run_1/layer_met1.png
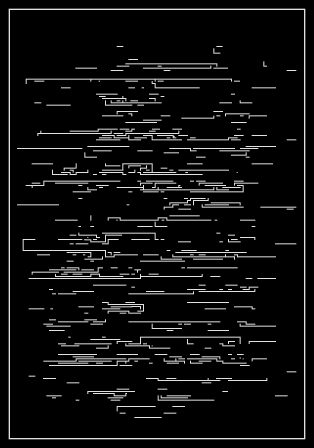
run_1/layer_met2.png
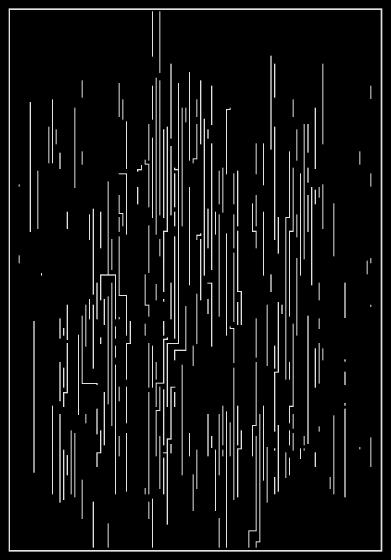
run_1/layer_met3.png
The bar under the picture is 10 um long. Cells faint in the background.
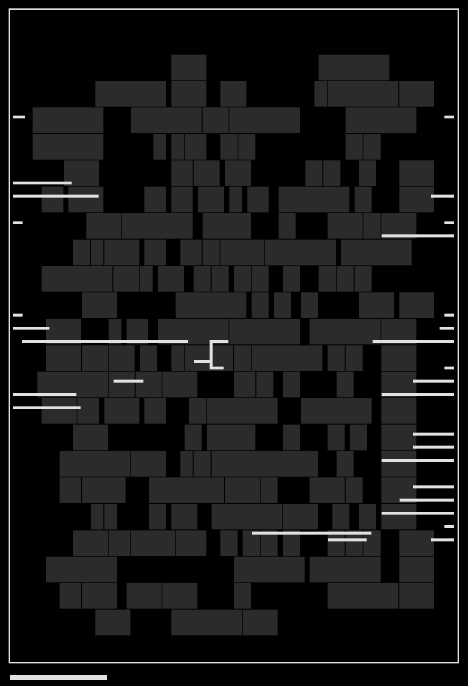
==> config.mk <==
export PLATFORM = sky130hd
export DESIGN_NAME = msg_slot_sequencer
export DESIGN_NICKNAME = d
export VERILOG_FILES = /design/src/rtl/msg_slot_sequencer.sv
export SDC_FILE = /design/constraint.sdc
export NUM_CORES = 1
export LEC_CHECK = 0
export CORE_ASPECT_RATIO = 1.5
export CORE_MARGIN = 2
export CORE_UTILIZATION = 45
export CTS_BUF_LIST = sky130_fd_sc_hd__clkbuf_8
export CTS_CLUSTER_DIAMETER = 60
export CTS_CLUSTER_SIZE = 20
export DETAILED_ROUTE_END_ITERATION = 10
export PLACE_DENSITY_LB_ADDON = 0.12
export SLEW_MARGIN = 0
export SYNTH_ARGS = -nofsm -noshare
export SYNTH_HDL_FRONTEND = slang
export SYNTH_SLANG_ARGS = --single-unit
==> constraint.sdc <==
create_clock -name CLK -period 4.4 [get_ports CLK]
set_input_delay 0.88 -clock CLK [delete_from_list [all_inputs] [get_ports CLK]]
set_output_delay 0.88 -clock CLK [all_outputs]
set_load 0.005 [all_outputs]
==> src/rtl/msg_slot_sequencer.sv <==
// msg_slot_sequencer
// Front end of the 16-slot message buffer. Turns a valid/ready character
// stream into one write strobe (WE), a 4-bit slot index (SEL) and a shared
// data bus (WDATA) that feed the 1-to-16 slot demultiplexer.
//
// Build option: define SLOT_CLEAR_EN to blank-fill all 16 slots with FILL
// before each message is loaded. Without it, START goes straight to loading
// and slots that are not written keep their previous contents.
module msg_slot_sequencer #(
    parameter int                 DATA_W = 8,
    parameter logic [DATA_W-1:0]  FILL   = 8'h20
) (
    input  logic              CLK,
    input  logic              RST,
    input  logic              START,
    input  logic              IN_VALID,
    input  logic [DATA_W-1:0] IN_DATA,
    input  logic              IN_LAST,
    output logic              IN_READY,
    output logic              WE,
    output logic [3:0]        SEL,
    output logic [DATA_W-1:0] WDATA,
    output logic              BUSY,
    output logic              DONE,
    output logic [4:0]        COUNT,
    output logic              OVF
);

    typedef enum logic [1:0] {
        S_IDLE  = 2'd0,
        S_CLEAR = 2'd1,
        S_LOAD  = 2'd2,
        S_DONE  = 2'd3
    } state_t;

    state_t            state_q, state_d;
    // ptr_q is the next slot to write; bit 4 set means all 16 slots are used.
    logic [4:0]        ptr_q, ptr_d;
    logic              we_q, we_d;
    logic [3:0]        sel_q, sel_d;
    logic [DATA_W-1:0] wdata_q, wdata_d;
    logic              busy_q, busy_d;
    logic              done_q, done_d;
    logic [4:0]        count_q, count_d;
    logic              ovf_q, ovf_d;
    logic              accept_s;
    logic              restart_s;

`ifndef SLOT_CLEAR_EN
    // The blank character only matters when the clear sweep is built in.
    logic              unused_fill_s;
    assign unused_fill_s = ^FILL;
`endif

    // Ready only while loading; a simultaneous START (restart) or RST wins.
    assign IN_READY  = (state_q == S_LOAD) & ~START & ~RST;
    assign accept_s  = IN_VALID & IN_READY;
    // START is honoured in IDLE and LOAD only; CLEAR and DONE ignore it.
    assign restart_s = START & ((state_q == S_IDLE) | (state_q == S_LOAD));

    // Next-state and registered-output logic for the message sequencer.
    always_comb begin
        state_d = state_q;
        ptr_d   = ptr_q;
        we_d    = 1'b0;
        sel_d   = sel_q;
        wdata_d = wdata_q;
        done_d  = 1'b0;
        count_d = count_q;
        ovf_d   = ovf_q;

        if (restart_s) begin
            count_d = 5'd0;
            ovf_d   = 1'b0;
`ifdef SLOT_CLEAR_EN
            // First blank write is issued on the same edge that enters CLEAR.
            state_d = S_CLEAR;
            we_d    = 1'b1;
            sel_d   = 4'd0;
            wdata_d = FILL;
            ptr_d   = 5'd1;
`else
            state_d = S_LOAD;
            ptr_d   = 5'd0;
`endif
        end else begin
            case (state_q)
                S_IDLE: begin
                    state_d = S_IDLE;
                end
`ifdef SLOT_CLEAR_EN
                S_CLEAR: begin
                    if (ptr_q[4]) begin
                        state_d = S_LOAD;
                        ptr_d   = 5'd0;
                    end else begin
                        we_d    = 1'b1;
                        sel_d   = ptr_q[3:0];
                        wdata_d = FILL;
                        ptr_d   = ptr_q + 5'd1;
                    end
                end
`endif
                S_LOAD: begin
                    if (accept_s) begin
                        if (!ptr_q[4]) begin
                            we_d    = 1'b1;
                            sel_d   = ptr_q[3:0];
                            wdata_d = IN_DATA;
                            ptr_d   = ptr_q + 5'd1;
                            if (count_q != 5'd16) begin
                                count_d = count_q + 5'd1;
                            end else begin
                                count_d = count_q;
                            end
                        end else begin
                            // Buffer full: the beat is consumed but never wraps to slot 0.
                            ovf_d = 1'b1;
                        end
                        if (IN_LAST) begin
                            state_d = S_DONE;
                            done_d  = 1'b1;
                        end else begin
                            state_d = S_LOAD;
                        end
                    end else begin
                        state_d = S_LOAD;
                    end
                end
                S_DONE: begin
                    state_d = S_IDLE;
                end
                default: begin
                    state_d = S_IDLE;
                end
            endcase
        end

        busy_d = (state_d == S_CLEAR) | (state_d == S_LOAD);
    end

    // State and output registers with synchronous reset.
    always_ff @(posedge CLK) begin
        if (RST) begin
            state_q <= S_IDLE;
            ptr_q   <= 5'd0;
            we_q    <= 1'b0;
            sel_q   <= 4'd0;
            wdata_q <= '0;
            busy_q  <= 1'b0;
            done_q  <= 1'b0;
            count_q <= 5'd0;
            ovf_q   <= 1'b0;
        end else begin
            state_q <= state_d;
            ptr_q   <= ptr_d;
            we_q    <= we_d;
            sel_q   <= sel_d;
            wdata_q <= wdata_d;
            busy_q  <= busy_d;
            done_q  <= done_d;
            count_q <= count_d;
            ovf_q   <= ovf_d;
        end
    end

    assign WE    = we_q;
    assign SEL   = sel_q;
    assign WDATA = wdata_q;
    assign BUSY  = busy_q;
    assign DONE  = done_q;
    assign COUNT = count_q;
    assign OVF   = ovf_q;

endmodule

==> notes.md, run 1 <==
fresh numbers from the pnr run: number of CTS-inserted buffers 3, Yosys Instances 134, Worst Tran Pin Value 0.827 ns, CTS tree built, GR Overflow Total 0, min Tclk post-route 3.59 ns, cell-internal power 0.398 mW, Total Routing Usage GR 20.0%, Pwr Total 0.498 mW, die area 3090 um2, post_cts resized 0, DPL Wire Length 1920 um, die width 46.1 um, via/cell ratio 5.78, yosys warning tally 0, Slew headroom 44.9%, worst-skew pair later-pin latency 0.27 ns, ANT cells 0, average wire per standard cell 14.3 um, commonest cells after routing, fill and taps aside 34 x clkdlybuf4s50_1, 28 x dfxtp_1, 16 x nand3_1, 16 x a21oi_1, 9 x o21ai_0, worst min-delay path class flip-flop to flip-flop, LEAKAGE 0.550 nW, Cell Rows 22, first-pass GRT wire length 4570 um, vias in the first global route 1,114, Final setup viols 0, cts hold-fix bufs 0, core area 2480 um2, tool warnings 27, Crit path arrival time 2.71 ns, Die Y 67.1 um, share of cells above drive strength 1 5.42%, crit start category input port, most numerous logic cell after layout clkdlybuf4s50_1, net switching power 0.100 mW, largest net degree at the start of global routing 24, Max Slew Vio Count 0, average size of a mapped cell 8.92 um2, ys flop type dfxtp_1, sequential power share 51.8%, DR iter-0 viols 48, # DRC 0, Synth Cell Area 1190 um2, sequential area share after synthesis 46.9%, Sw Ratio 20.1%, yosys stat area 1190 um2, crit-path max FO 19, CP required 3.52 ns, Ports 35, clock sinks 28, Synth cell types 28, Placer Congestion 0.747, clock share of power 40.0%, antenna violations before repair 0, final setup skew 0.00535 ns, setup TNS 0 ns, critical path endpoint category output port, Area Overhead vs Synth 35.2%, CTS H-tree depth 1, final hold violations 0, setup bufs post-CTS 0, CP Class input port to output port, Synth Instances 134, Nets at Floorplan 150, Post-synth regs 28, Reg clk slew, reported paths 0.09 ns, Root Driver clkbuf_8, iteration tally of the first detailed-router pass 4, IO buf count 34, Init Core Util 48.2%, RSZ-0062 raised after global routing false, # Max-Cap Violations 0, Power per Cell Area 308 nW/um2, peak supply drop 0.000244 V, Fillers 214, FMAX 0.278 GHz, Post-synth EDFFs 0, outcome finished clean, Comb pwr share 8.2%, period utilization 81.6%, Max clock buf depth 2, ys async rst share 0%, Antenna Nets Post-Route 0, Final nets 183
About layer_met1.png:
main direction: horizontal
longest straight run: 32.2 um

About layer_met2.png:
wire length on this layer: 1,420 um
main direction: vertical
WL final: 2720 um
Via Count: 1,098
met2 Usage GRT: 36.5%

About layer_met3.png:
nets with wire on the layer: 30
share of all routed wire: 5.2%
main direction: horizontal
wire length on this layer: 141 um
GR Util met3: 2.98%

[run 1: worst max-delay path, stage by stage]
cell and delay (ns):
clkdlybuf4s50_1 0.45, or4b_1 0.55, inv_2 0.26, clkdlybuf4s50_1 0.56
[run 1: per-stage QoR]
stage / instance area, um2 / setup WS [ns] / cells / util (%) / hold slack, ns
2_1_floorplan: 1190 / 1.69 / 134 / - / 0.461
3_3_place_gp: 1540 / 0.821 / 186 / 62.3 / 0.460
3_5_place_dp: 1540 / 0.802 / 186 / 62.3 / 0.472
4_1_cts: 1620 / 0.803 / 190 / 65.2 / 0.486
5_1_grt: 1620 / 0.713 / 190 / 65.2 / 0.514
6_report: 1620 / 0.809 / 190 / 65.2 / 0.482
[run 1: logic make-up after synthesis]
family / Yosys count / share of synthesized area (%)
and+or+nand+nor: 44 / 22.4
AOI/OAI and AO/OA: 40 / 18.6
DFF: 28 / 46.9
buffers and inverters: 15 / 5.55
muxes: 4 / 3.35
adders and majority gates: 3 / 3.14
[run 1: layout make-up]
class	count	area, um2	area share (%)
clock buffers	3	41.3	2.56
clock inverters	1	30.0	1.86
inverters	6	22.5	1.39
multi-input cells	91	568	35.2
flip-flops and latches	28	561	34.7
well taps	24	30.0	1.86
repair buffers	37	363	22.5
[run 1: flip-flops by register name, indices dropped and copies added (netlist names)]
register,flops
BUSY,1
COUNT,5
DONE,1
OVF,1
SEL,4
WDATA,8
WE,1
ptr_q,5
state_q,2
[run 1: worst paths after layout]
path	startpoint	endpoint	slack, ns	cells after the start
max	START	IN_READY	0.81	4
min	WDATA[7]	WDATA[7]	0.48	2
max reg2reg	state_q[0]	ptr_q[2]	2.47	4
min reg2reg	WDATA[7]	WDATA[7]	0.48	2
[run 1: power groups by stage]
stage | Combinational, mW | Sequential (mW) | Clock [mW]
5_1_grt | 0.0449 | 0.258 | 0.215
3_3_place_gp | 0.0398 | 0.264 | 0
3_5_place_dp | 0.0408 | 0.264 | 0
6_report | 0.0408 | 0.258 | 0.199
2_1_floorplan | 0.0191 | 0.264 | 0
4_1_cts | 0.0410 | 0.258 | 0.203
[run 1: cells in the mapped netlist, types with 2 or more instances]
cell type  count  area share (%)
o21ai_0        9             3.8
inv_1          5             1.6
clkbuf_1       6             1.9
buf_2          2            0.84
o31ai_1        2             1.3
a21oi_1       16             6.7
a31oi_1        2             1.0
nor3_1         3             1.3
nand2b_1       2             1.0
or3_1          6             3.1
o211ai_1       4             2.5
o21ai_1        6             2.5
nand3_1       16             6.7
nor2b_1        2             1.0
or4_1          2             1.3
ha_1           3             3.1
and3_1         3             1.6
dfxtp_1       28              47
nor2_1         5             1.6
mux2i_1        4             3.4
[run 1: layer usage]
layer	GRT usage [%]	part of all wire, %
met1	21.0	42
met4	9.64	0.85
met5	0	0
met3	2.98	5.2
met2	36.5	52
==> inputs of run 2 (changes only) <==
==> constraint.sdc (replaced) <==
create_clock -name CLK -period 3.55 [get_ports CLK]
set_input_delay 0.71 -clock CLK [delete_from_list [all_inputs] [get_ports CLK]]
set_output_delay 0.71 -clock CLK [all_outputs]
set_load 0.005 [all_outputs]
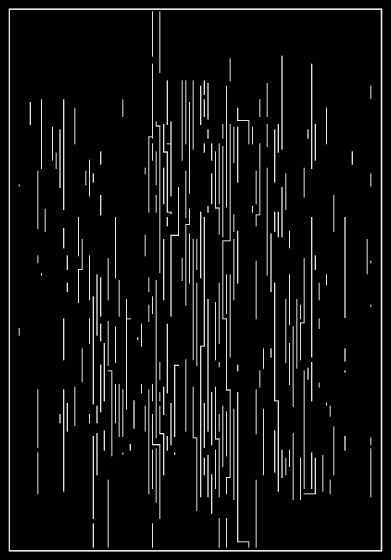
run_2/layer_met2.png
main direction: vertical
wire length on this layer: 1,330 um
nets with wire on the layer: 157
met2 Usage GRT: 32.6%
WL final: 2630 um
Via Count: 1,091

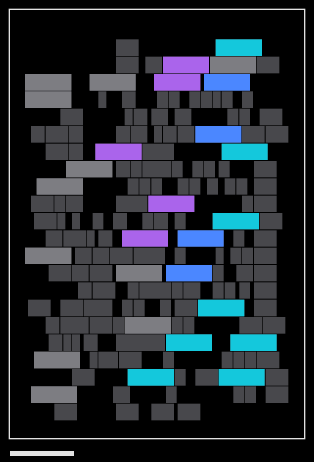
run_2/flops_by_reg.png
The bar under the picture is 10 um long. Other sequential cells in the stronger grey, the rest of the logic in the fainter grey.
legend:
  blue:
    name_in_the_netlist: SEL
    flops: 4
  cyan:
    name_in_the_netlist: WDATA
    flops: 8
  purple:
    name_in_the_netlist: ptr_q
    flops: 5
FF/Latch Area: 561 um2
sequential power: 0.320 mW

==> notes.md, run 2 <==
fresh numbers from the pnr run: ANT cells 0 (unchanged), count leader, synth dfxtp_1, Root Driver clkbuf_8, top cells by area dfxtp_1 47%, a21oi_1 6.7%, nand3_1 6.7%, tool warnings 27 (unchanged), worst min-delay path class flip-flop to flip-flop, die area 3090 um2 (unchanged), Reg2Reg Depth 4 (unchanged), Commonest cells post-synth 28 x dfxtp_1, 16 x a21oi_1, 16 x nand3_1, commonest cells after routing, fill and taps aside 34 x clkdlybuf4s50_1, 28 x dfxtp_1, 16 x nand3_1, 16 x a21oi_1, 9 x o21ai_0, Yosys Instances 134 (unchanged), ys async rst share 0% (unchanged), Slew headroom 44.9% (about the same), DPL Wire Length 1890 um (-1.4%), CP required 2.84 ns (-0.68 ns), average wire per standard cell 13.8 um (-3.6%), ys flop type dfxtp_1, # DRC 0 (unchanged), RSZ-0062 raised after global routing false, # Max-Cap Violations 0 (unchanged), FMAX 0.331 GHz, DR iter-0 viols 22 (-54%), setup TNS 0 ns (unchanged), share of cells above drive strength 1 5.99% (+0.57 points), max reg flops 8 (unchanged), critical path endpoint category output port, reg2reg end ptr_q[3], Final setup viols 0 (unchanged), Hold Startpoint OVF, cts hold-fix bufs 0 (unchanged), crit-path max FO 4 (-15), Synth top area share 46.9% (unchanged), Init Core Util 48.2% (unchanged), via/cell ratio 5.71 (-1.2%), Cell Rows 22 (unchanged), post_cts resized 0 (unchanged), yosys stat area 1190 um2 (unchanged), Synth Instances 134 (unchanged), Hold Path Sink OVF, worst-skew pair later-pin latency 0.27 ns (about the same), Placer Congestion 0.720 (-3.6%), Nets at Floorplan 150 (unchanged), sequential area share after synthesis 46.9% (unchanged), vias in the first global route 1,059 (-4.9%), worst r2r src state_q[0], Reg clk slew, reported paths 0.09 ns (about the same), die width 46.1 um (unchanged), min Tclk post-route 3.03 ns, internal reg-to-reg setup slack 1.59 ns (-0.88 ns), yosys warning tally 0 (unchanged), GR Overflow Total 0 (unchanged), largest net degree at the start of global routing 24 (unchanged), hold path depth 2 (unchanged), Worst Tran Pin Value 0.826 ns (-0.000545 ns), iteration tally of the first detailed-router pass 4 (unchanged), first-pass GRT wire length 4250 um (-6.9%), most numerous logic cell after layout clkdlybuf4s50_1, Max Slew Vio Count 0 (unchanged), Pwr Total 0.563 mW (+13%), CP Class input port to output port, number of CTS-inserted buffers 3 (unchanged), IO buf count 34 (unchanged), CTS H-tree depth 1 (unchanged), peak supply drop 0.000245 V (+0.39%), antenna violations before repair 0 (unchanged), crit start category input port, final setup skew 0.00364 ns (-0.00171 ns), Final nets 184 (+0.55%), Antenna Nets Post-Route 0 (unchanged), setup bufs post-CTS 0 (unchanged), Synth area leader dfxtp_1, Synth Cell Area 1190 um2 (unchanged), Die Y 67.1 um (unchanged), Crit path arrival time 2.32 ns (-0.39 ns), period utilization 85.2%, Power per Cell Area 351 nW/um2 (+14%), Ports 35 (unchanged), Post-synth regs 28 (unchanged), Max clock buf depth 2 (unchanged), Synth cell types 28 (unchanged), Post-synth EDFFs 0 (unchanged), LEAKAGE 0.548 nW (-0.29%), outcome finished clean, average size of a mapped cell 8.92 um2 (unchanged), Area Overhead vs Synth 34.5%, core area 2480 um2 (unchanged), clock sinks 28 (unchanged), Fillers 205 (-4.2%), final hold violations 0 (unchanged), crit path launch START, CTS tree built, Total Routing Usage GR 17.9% (-2.0 points)
[run 2: cell count changes in the layout (fill, tap and decap cells not counted), sizes merged]
cell    change
buf         +1
bufinv      -1
clkbuf      +1
[run 2: how the worst max path moves through the flow]
| stage | slack [ns] | end | cells after the start |
|---|---|---|---|
| floorplan | 1.18 | IN_READY | 4 |
| CTS | 0.52 | IN_READY | 4 |
| global route | 0.48 | IN_READY | 4 |
| detailed placement | 0.53 | IN_READY | 4 |
| finish | 0.52 | IN_READY | 4 |
| global placement | 0.53 | IN_READY | 4 |
[run 2: layer usage]
| metal | track usage [%] | routed length (um) | vias up |
|---|---|---|---|
| met5 | 0 | 0 | - |
| met4 | 5.36 | 17 | 0 |
| met2 | 32.6 | 1330 | 34 |
| met3 | 3.25 | 147 | 2 |
| li1 | - | - | 552 |
| met1 | 20.2 | 1140 | 503 |
[run 2: cell families (layout without fill, tap and decap cells)]
group | count (synthesis) | in the layout | synth area share, %
mux | 4 | 4 | 3.35
simple gates | 44 | 44 | 22.4
flops | 28 | 28 | 46.9
buf+inv | 15 | 48 | 5.55
fa+ha+maj | 3 | 3 | 3.14
compound gates | 40 | 40 | 18.6
[run 2: layout make-up]
cell class / count / area, um2 / area share, %
sequential: 28 / 561 / 34.9
inverter: 6 / 22.5 / 1.40
multi-input combinational: 91 / 568 / 35.4
clock buffer: 4 / 55.1 / 3.43
tap: 24 / 30.0 / 1.87
timing repair buffer: 38 / 370 / 23.1
[run 2: power by group]
group / total, mW / switching, mW / internal, mW
Clock: 0.192 / 0.0932 / 0.0990
Sequential: 0.320 / 0.00206 / 0.318
Combinational: 0.0512 / 0.0263 / 0.0248
[run 2: critical path, stage by stage]
cell and delay [ns]:
clkdlybuf4s50_1 0.44, or4b_1 0.58, inv_2 0.09, clkdlybuf4s50_1 0.49
[run 2: stage by stage]
step	util (%)	area [um2]	std cells	worst slack, ns	hold WS (ns)
after CTS	64.8	1610	191	0.521	0.484
after floorplan	-	1190	134	1.18	0.461
final	64.8	1610	191	0.525	0.474
after global routing	64.8	1610	191	0.476	0.515
after detailed placement	62.6	1550	187	0.527	0.461
after global placement	62.6	1550	187	0.533	0.456
==> inputs of run 3 (changes only) <==
--- a/config.mk
+++ b/config.mk
@@ -5,13 +5,13 @@
 export SDC_FILE = /design/constraint.sdc
 export NUM_CORES = 1
 export LEC_CHECK = 0
-export CORE_ASPECT_RATIO = 1.5
 export CORE_MARGIN = 2
 export CORE_UTILIZATION = 45
 export CTS_BUF_LIST = sky130_fd_sc_hd__clkbuf_8
 export CTS_CLUSTER_DIAMETER = 60
 export CTS_CLUSTER_SIZE = 20
 export DETAILED_ROUTE_END_ITERATION = 10
+export DONT_BUFFER_PORTS = 1
 export PLACE_DENSITY_LB_ADDON = 0.12
 export SLEW_MARGIN = 0
 export SYNTH_ARGS = -nofsm -noshare
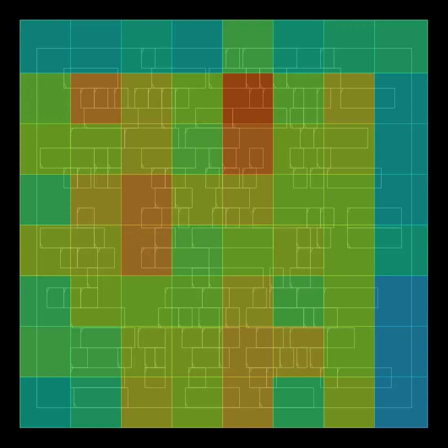
run_3/congestion.png
Core Util, Final: 51.0%
Total Routing Usage GR: 16.8%
GR peak layer: met2

==> notes.md, run 3 <==
fresh numbers from the pnr run: setup bufs post-CTS 0 (unchanged), clock sinks 28 (unchanged), RSZ-0062 raised after global routing false, Post-synth regs 28 (unchanged), CTS H-tree depth 1 (unchanged), GR Overflow Total 0 (unchanged), antenna violations before repair 0 (unchanged), average size of a mapped cell 8.92 um2 (unchanged), sequential area share after synthesis 46.9% (unchanged), LEAKAGE 0.423 nW (-23%), Synth Cell Area 1190 um2 (unchanged), iteration tally of the first detailed-router pass 4 (unchanged), yosys warning tally 0 (unchanged), min Tclk post-route 2.41 ns (-0.612 ns), crit-path max FO 24 (+20), setup TNS 0 ns (unchanged), Area Overhead vs Synth 6.70%, Root Driver clkbuf_8, setup ws final 1.14 ns (+0.612 ns), crit start category input port, Power per Cell Area 468 nW/um2 (+34%), Placer Congestion 0.762 (+5.9%), Slew headroom 45.1% (+0.19 points), most numerous logic cell after layout dfxtp_1, Yosys Instances 134 (unchanged), critical path endpoint category output port, # DRC 0 (unchanged), Crit path arrival time 1.70 ns (-0.62 ns), worst-skew pair later-pin latency 0.27 ns (about the same), Final nets 148 (-20%), Placed Area 1200 um2 (-22%), Die Y 55.5 um (-17%), Post-Place Setup Slack 1.13 ns (+0.604 ns), period utilization 68.0% (-17 points), Max clock buf depth 2 (unchanged), core area 2500 um2 (+0.91%), crit-path max cell delay 0.49 ns (-0.09 ns), fin area 1270 um2 (-21%), CP required 2.84 ns (about the same), count leader, synth dfxtp_1, CTS tree built, Post-synth EDFFs 0 (unchanged), Reg clk slew, reported paths 0.10 ns (about the same), outcome finished clean, WL final 2440 um (-7.3%), Max Slew Vio Count 0 (unchanged), tool warnings 27 (unchanged), commonest cells after routing, fill and taps aside 28 x dfxtp_1, 16 x nand3_1, 16 x a21oi_1, 9 x o21ai_0, Worst Tran Pin Value 0.823 ns (-0.00284 ns), Synth top area share 46.9% (unchanged), first-pass GRT wire length 4230 um (-0.49%), Via Count 956 (-12%), DR iter-0 viols 24 (+9.1%), Synth area leader dfxtp_1, Antenna Nets Post-Route 0 (unchanged), FMAX 0.414 GHz (+25%), CP Class input port to output port, vias in the first global route 917 (-13%), share of cells above drive strength 1 6.11% (+0.12 points), via/cell ratio 5.94 (+4.0%), DPL Wire Length 1690 um (-11%), yosys stat area 1190 um2 (unchanged), top cells by area dfxtp_1 47%, a21oi_1 6.7%, nand3_1 6.7%, Fillers 247 (+20%), IO buf count 0 (-100%), Nets at Floorplan 150 (unchanged), Synth cell types 28 (unchanged), Final setup viols 0 (unchanged), max reg flops 8 (unchanged), ys async rst share 0% (unchanged), critical path cell sequence or4b_1, buf_4, inv_2, final setup skew 0.00178 ns (-0.00186 ns), # Max-Cap Violations 0 (unchanged), Init Core Util 47.8% (-0.43 points), final hold violations 0 (unchanged), ys flop type dfxtp_1, Bufs and invs on worst path 2 (-1), largest net degree at the start of global routing 25 (+4.2%), Commonest cells post-synth 28 x dfxtp_1, 16 x a21oi_1, 16 x nand3_1, Synth Instances 134 (unchanged), ANT cells 0 (unchanged), Top delay family on crit path simple AND/OR/NAND/NOR gates, average wire per standard cell 15.2 um (+10%), die width 55.5 um (+21%), Ports 35 (unchanged), number of CTS-inserted buffers 3 (unchanged), Cell Rows 18 (-18%), worst min-delay path class flip-flop to flip-flop, peak supply drop 0.000265 V (+8.0%), Slowest-stage cell, CP or4b_1, cts hold-fix bufs 0 (unchanged), post_cts resized 0 (unchanged), internal reg-to-reg setup slack 1.64 ns (+0.05 ns), die area 3080 um2 (-0.28%)
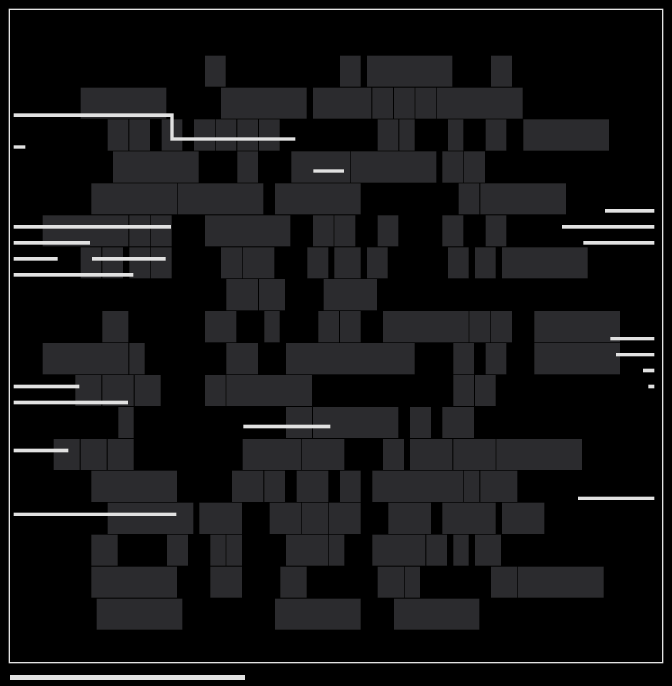
run_3/layer_met3.png
The bar under the picture is 20 um long. Cells faint in the background.
wire length on this layer: 138 um
share of all routed wire: 5.7%
main direction: horizontal
nets with wire on the layer: 20

run 3: layout make-up:
| cell class | instances | area [um2] | area share, % |
|---|---|---|---|
| clock buffers | 3 | 41.3 | 3.24 |
| clock inverters | 1 | 30.0 | 2.36 |
| inverters | 6 | 22.5 | 1.77 |
| multi-input cells | 91 | 568 | 44.6 |
| flip-flops and latches | 28 | 561 | 44.0 |
| well taps | 30 | 37.5 | 2.94 |
| repair buffers | 2 | 15.0 | 1.18 |
run 3: report_power, final:
part | switching, mW | internal (mW) | leakage [nW]
logic | 0.0179 | 0.00718 | 0.161
clock network | 0.100 | 0.151 | 0.0357
registers | 0.00267 | 0.318 | 0.226
total | 0.121 | 0.476 | 0.423
run 3: path summary, 6_finish.rpt:
| check | startpoint | to | cells after the start |
|---|---|---|---|
| max | START | IN_READY | 3 |
| min | ptr_q[3] | SEL[3] | 2 |
| max reg2reg | state_q[0] | COUNT[2] | 5 |
| min reg2reg | ptr_q[3] | SEL[3] | 2 |
run 3: layer usage:
metal | track usage [%] | routed length, um
met5 | 0 | 0
met4 | 4.18 | 21
met3 | 5.15 | 137
met2 | 26.7 | 1120
met1 | 22.3 | 1160
run 3: cell families (layout without fill, tap and decap cells):
group	count (synthesis)	in the layout	share of synthesized area, %
DFF	28	28	46.9
muxes	4	4	3.35
and+or+nand+nor	44	44	22.4
AOI/OAI and AO/OA	40	40	18.6
adders and majority gates	3	3	3.14
buffers and inverters	15	12	5.55
run 3: tightest hold or removal path: stages (launching register included):
cell,delay (ns)
dfxtp_1,0.34
nand3_1,0.07
a21oi_1,0.05
run 3: per-stage QoR:
step / hold WS [ns] / std cells / util (%) / total power [mW]
after detailed placement: 0.477 / 157 / 48.1 / 0.353
after CTS: 0.481 / 161 / 51.0 / 0.605
after floorplan: 0.461 / 134 / - / 0.351
after global placement: 0.476 / 157 / 48.1 / 0.353
after global routing: 0.470 / 161 / 51.0 / 0.619
final: 0.488 / 161 / 51.0 / 0.597
Power is estimated from default activity; no workload was simulated.
